Figure 1. Routed metal, one color a layer.
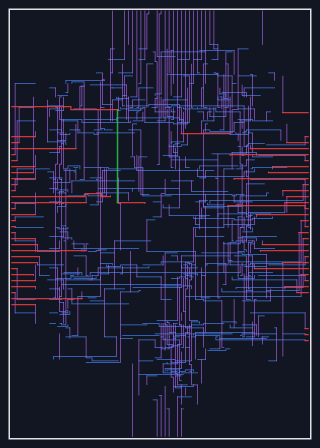
Figure 2. Sequential cells grouped by signal name.
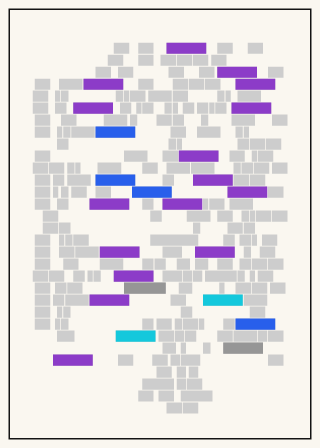
Figure 3. The clock network.
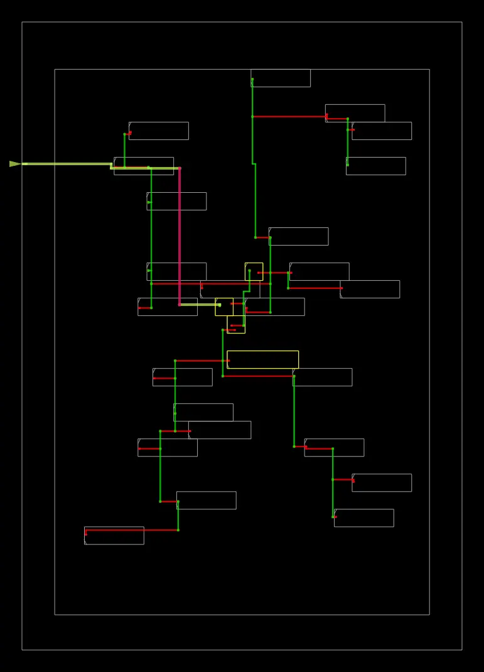
Figure 4. Ports around the boundary.
Pins as bars across the die edge, other pins in gray.
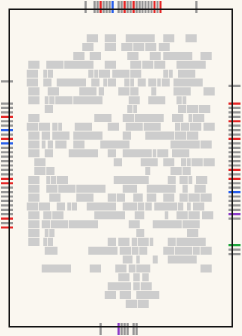
Figure 5. Gate families picked out.
Scale bar: 20 um.
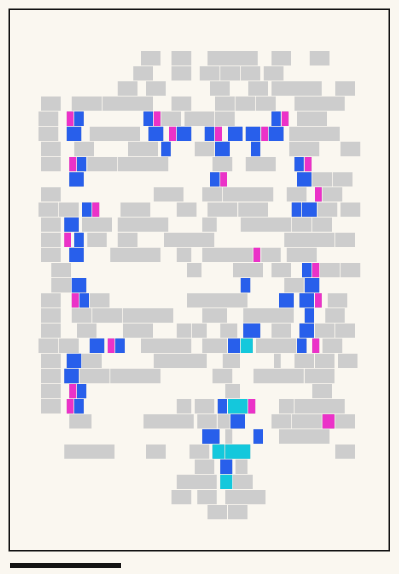
Design wb_arbiter_flat, sky130hd; sources not shown.
==> GITHUB_STEP_SUMMARY <==
### Yosys + OpenROAD results

| Metric | Value |
|---|---|
| Status | `finished, final reports clean` |
| Dpl cell area | `2500 um^2` |
| Clock-cell share of area | `2.06%` |
| Switching power of the nets | `1.10 mW` |
| Root Buffer | `clkbuf_4` |
| Hold depth | `1` |
| Synth Area per Inst | `10.6 um^2` |
| Worst setup path class | `in2reg` |
| Fillcell total | `476` |
| Top cells, area | `dfrtp_1 (38%), mux2_4 (19%), a22oi_1 (9.9%)` |
| FF-to-FF setup slack | `0.72 ns` |
| Dominant register cell | `dfrtp_1` |
| GRT overflow | `0` |
| WP data arrival | `2.86 ns` |
| Final Worst Setup Slack | `0.490 ns` |
| Clock power share | `9.6%` |
| Startpoint type of the worst setup path | `input pin` |
| Final Power | `2.37 mW` |
| Sequential Power | `553 uW` |
| WP buf/inv | `1` |
| Slew Limit Fails | `0` |
| Max reg flops | `16` |
-- Figure 1 (at the start) --
- M4: green (wire length 21.1 um)
- M1: blue (wire length 1,770 um)
- M2: purple (wire length 2,230 um)
- M3: red (wire length 391 um)
final WL: 4410 um
WL per Instance: 14.9 um
vias post-DR: 1,429

-- Figure 2 (at the start) --
- u_core.bus.wb_addr: blue (flops 4)
- u_core.bus.wb_sel: cyan (flops 2)
- u_core.bus.wb_data: purple (flops 16)
Seq/total area: 23.6%
Register Area: 602 um^2
final design utilization: 52.2%

-- Figure 3 (at the start) --
num sequential: 24
Skew-Pair Late Insertion Delay: 0.31 ns
clock sinks: 24
clock group power: 228 uW
CTS buffer count: 3

-- Figure 4 (at the start) --
- bus_wb_rdy: green (pins 1; direction input; edge right)
- bus_addr2: blue (pins 4; direction input; edge 2 left, 1 top, 1 right)
- bus_wb_sel: purple (pins 2; direction output; edge 1 bottom, 1 right)
- bus_data0: red (pins 16; direction input; edge 6 left, 5 top, 5 right)
- all pins by edge: 31 right, 30 left, 24 top, 7 bottom
Die Span X: 68.1 um
I/O Buffers: 91
Die Y: 97.1 um

-- Figure 5 (at the start) --
- and/or cells: cyan (cells 5; where bottom middle)
- aoi and oai cells: blue (cells 47)
- nand cells: magenta (cells 22)
Top cell excl fill/tap: clkdlybuf4s50_1
final cell count without fillers: 297

Power is estimated from default activity; no workload was simulated.
